$ cat config.mk
export PLATFORM = sky130hd
export DESIGN_NAME = puf_key_generator_flat
export DESIGN_NICKNAME = d
export VERILOG_FILES = /design/src/rtl/puf_key_generator_if.sv /design/src/rtl/puf_key_generator.sv /design/src/flat_wrapper.sv
export SDC_FILE = /design/constraint.sdc
export NUM_CORES = 1
export LEC_CHECK = 0
export CAP_MARGIN = 20
export CORE_ASPECT_RATIO = 0.7
export CORE_MARGIN = 4
export CORE_UTILIZATION = 50
export DETAILED_ROUTE_END_ITERATION = 8
export DONT_BUFFER_PORTS = 1
export PLACE_DENSITY_LB_ADDON = 0.15
export SETUP_SLACK_MARGIN = 0.5
export SYNTH_ARGS = -nofsm -noshare
export SYNTH_HDL_FRONTEND = slang
export SYNTH_SLANG_ARGS = --single-unit
$ cat constraint.sdc
create_clock -name clk -period 2 [get_ports clk]
set_input_delay 0.3 -clock clk [delete_from_list [all_inputs] [get_ports clk]]
set_output_delay 0.3 -clock clk [all_outputs]
set_load 0.01 [all_outputs]
$ cat src/rtl/puf_key_generator_if.sv
// ---------------------------------------------------------------------------
// puf_key_generator_if
// Challenge/response link between the key generator (initiator) and the PUF
// core.
//   challenge [7:0] : challenge word presented to the PUF core
//   response        : one-bit PUF answer for the current challenge
// Modports:
//   master : key generator side (drives challenge, reads response)
//   slave  : PUF core side (reads challenge, drives response)
// ---------------------------------------------------------------------------
interface puf_key_generator_if;
  logic [7:0] challenge;
  logic       response;

  modport master (output challenge, input response);
  modport slave  (input challenge, output response);
endinterface

$ cat src/rtl/puf_key_generator.sv
// ---------------------------------------------------------------------------
// puf_key_generator
// Walks an 8-bit LFSR challenge sequence from a seed, holds each challenge for
// SETTLE cycles, samples the PUF response and shifts it into a KEY_W-bit key.
// The first sampled bit ends up as the key MSB.
//
// Parameters:
//   KEY_W  : key length in bits (1..255), one challenge per bit
//   SETTLE : cycles each challenge is held before sampling (1..255)
// Ports:
//   clk       : rising-edge clock
//   rst_n     : asynchronous active-low reset
//   start     : single-cycle request, accepted only while idle
//   seed      : first challenge (8'h00 is replaced by 8'h01)
//   puf       : challenge/response link (master modport)
//   key       : collected key
//   key_valid : high from completion until the next accepted start
//   busy      : high while a collection is in progress
//
// Build option:
//   PUF_VOTE_EN : when defined, each bit is sampled three times on the same
//                 challenge and majority-voted (SAMPLE lasts three cycles).
// ---------------------------------------------------------------------------
module puf_key_generator #(
  parameter int KEY_W  = 32,
  parameter int SETTLE = 2
) (
  input  logic                    clk,
  input  logic                    rst_n,
  input  logic                    start,
  input  logic [7:0]              seed,
  puf_key_generator_if.master     puf,
  output logic [KEY_W-1:0]        key,
  output logic                    key_valid,
  output logic                    busy
);

  // SETTLE is a parameter name, so the states carry an S_ prefix.
  typedef enum logic [1:0] {S_IDLE, S_SETTLE, S_SAMPLE} state_t;

  state_t     state, state_nxt;
  logic [7:0] settle_cnt;
  logic [7:0] bit_cnt;
  logic       load;       // start accepted this cycle
  logic       take;       // final sample cycle of the current bit
  logic       key_bit;    // bit shifted into the key when take=1
  logic       last_settle;
  logic       last_bit;

  function automatic logic maj3(input logic a, input logic b, input logic c);
    return (a & b) | (a & c) | (b & c);
  endfunction

  // x^8+x^6+x^5+x^4+1, shift left with feedback into bit 0
  function automatic logic [7:0] lfsr_next(input logic [7:0] c);
    return {c[6:0], c[7] ^ c[5] ^ c[4] ^ c[3]};
  endfunction

  assign last_settle = (settle_cnt == 8'(SETTLE - 1));
  assign last_bit    = (bit_cnt == 8'(KEY_W - 1));

`ifdef PUF_VOTE_EN
  logic [1:0] vote_cnt;
  logic [1:0] votes;      // first two samples of the current bit

  assign take    = (vote_cnt == 2'd2);
  assign key_bit = maj3(votes[0], votes[1], puf.response);
`else
  assign take    = 1'b1;
  assign key_bit = puf.response;
`endif

  // Next-state logic
  always_comb begin
    state_nxt = state;
    load      = 1'b0;
    busy      = (state != S_IDLE);
    case (state)
      S_IDLE: begin
        if (start) begin
          load      = 1'b1;
          state_nxt = S_SETTLE;
        end
      end
      S_SETTLE: begin
        if (last_settle) state_nxt = S_SAMPLE;
      end
      S_SAMPLE: begin
        if (take) state_nxt = last_bit ? S_IDLE : S_SETTLE;
      end
      default: state_nxt = S_IDLE;
    endcase
  end

  always_ff @(posedge clk or negedge rst_n) begin
    if (!rst_n) state <= S_IDLE;
    else        state <= state_nxt;
  end

  // Datapath: challenge, key and counters
  always_ff @(posedge clk or negedge rst_n) begin
    if (!rst_n) begin
      puf.challenge <= 8'h00;
      key           <= '0;
      key_valid     <= 1'b0;
      settle_cnt    <= 8'd0;
      bit_cnt       <= 8'd0;
`ifdef PUF_VOTE_EN
      vote_cnt      <= 2'd0;
      votes         <= 2'b00;
`endif
    end else begin
      if (load) begin
        puf.challenge <= (seed == 8'h00) ? 8'h01 : seed;
        key           <= '0;
        key_valid     <= 1'b0;
        settle_cnt    <= 8'd0;
        bit_cnt       <= 8'd0;
`ifdef PUF_VOTE_EN
        vote_cnt      <= 2'd0;
`endif
      end else if (state == S_SETTLE) begin
        settle_cnt <= last_settle ? 8'd0 : settle_cnt + 8'd1;
      end else if (state == S_SAMPLE) begin
`ifdef PUF_VOTE_EN
        if (!take) begin
          votes[vote_cnt[0]] <= puf.response;
          vote_cnt           <= vote_cnt + 2'd1;
        end else begin
          vote_cnt <= 2'd0;
        end
`endif
        if (take) begin
          // Cast drops the outgoing MSB; also correct for KEY_W=1.
          key <= KEY_W'({key, key_bit});
          if (last_bit) begin
            key_valid <= 1'b1;
          end else begin
            bit_cnt       <= bit_cnt + 8'd1;
            puf.challenge <= lfsr_next(puf.challenge);
          end
        end
      end
    end
  end

endmodule

$ cat src/flat_wrapper.sv
// flat-port wrapper written by rule: the top's interface ports become plain ports
module puf_key_generator_flat 
#(
  parameter int KEY_W  = 32,
  parameter int SETTLE = 2
)
  (clk, rst_n, start, seed, key, key_valid, busy, puf_challenge, puf_response);
  puf_key_generator_if puf_i ();
  input  logic clk;
  input  logic rst_n;
  input  logic start;
  input  logic [7:0] seed;
  output logic [KEY_W-1:0] key;
  output logic key_valid;
  output logic busy;
  output wire logic [$bits(puf_i.challenge)-1:0] puf_challenge;
  input wire logic [$bits(puf_i.response)-1:0] puf_response;
  assign puf_challenge = puf_i.challenge;
  assign puf_i.response = puf_response;
  puf_key_generator #(.KEY_W(KEY_W), .SETTLE(SETTLE)) u_core (.clk(clk), .rst_n(rst_n), .start(start), .seed(seed), .puf(puf_i), .key(key), .key_valid(key_valid), .busy(busy));
endmodule
drive_strength.png
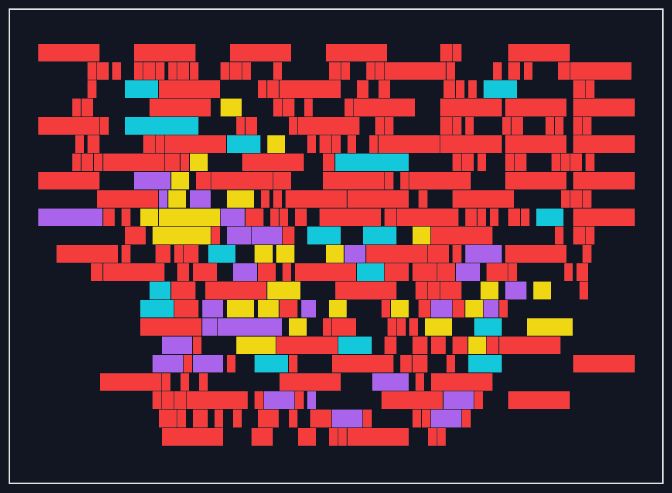
legend:
  red:
    size: drive 1 or less
    cells: 239
    most_used: nand2_1
  yellow:
    size: drive 3 to 4
    cells: 26
    most_used: buf_4
  purple:
    size: drive 2
    cells: 27
    most_used: a31oi_2
  cyan:
    size: drive 6 and up
    cells: 16
    most_used: clkbuf_8

metal_stack.png
Only two layers are drawn.
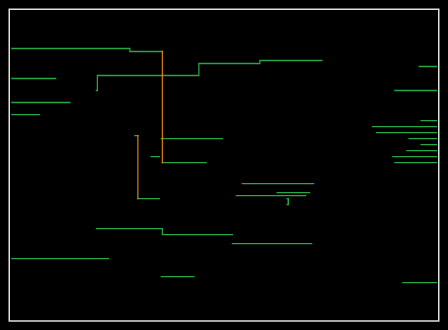
legend:
  orange:
    layer: met4
    wire_length: 39.4 um
  green:
    layer: met3
    wire_length: 361 um

registers.png
Bar = 20 um.
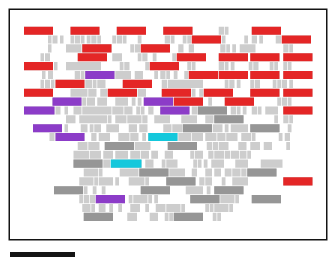
legend:
  red:
    signal: `u_core.key`
    placed_flops: 32
  cyan:
    signal: `u_core.state`
    placed_flops: 2
  purple:
    signal: `u_core.settle_cnt`
    placed_flops: 8
not colored: 17

## report_power, final
group	switching [mW]	internal (mW)	total, mW
Combinational	0.753	0.621	1.37
Clock	0.523	0.709	1.23
Sequential	0.268	1.37	1.64
Total	1.54	2.70	4.25
## cell usage after synthesis (2+ instances only)
master    instances  area share [%]
nand2_1          87              12
buf_6             3             1.2
o21ai_0          37             6.7
xor2_1            4             1.3
inv_1             6            0.81
a31oi_2           6             2.7
ha_1              3             1.4
mux2i_1           3             1.1
buf_2            11             2.0
or2_2             2            0.45
nand2b_1          2            0.45
xnor2_1           3            0.95
nor3_2            2            0.72
dfrtp_1          59              53
a31oi_1           3            0.68
and3_1            3            0.68
clkbuf_1          2            0.27
a21oi_2           2            0.63
nand3_1           5            0.90
a21oi_1           6             1.1
nor2_1           17             2.3
a211oi_1          2            0.54
==> run notes <==
fresh numbers from the pnr run: CP Class=flop to flop, DR WL met3=360 um, Hold WS=-0.359 ns, pin count of the biggest net entering global routing=60, Inverters, non-clock=6, most frequent logic cell in the layout=nand2_1, multi-input gates=209, final worst slack=0.429 ns, Final Hold Violation Tally=59, Initial Utilization=52.1%, Mux area share=1.08%, Syn Area/Cell=9.52 um^2, launch point of the worst path=u_core.bit_cnt[1], Total GRT Usage=19.1%, Post-Syn Instances=291, # diodes=0, TritonCTS clock tree=yes, status=complete, but fails checks, failing checks=negative hold slack, number of global-route vias before repair=2049
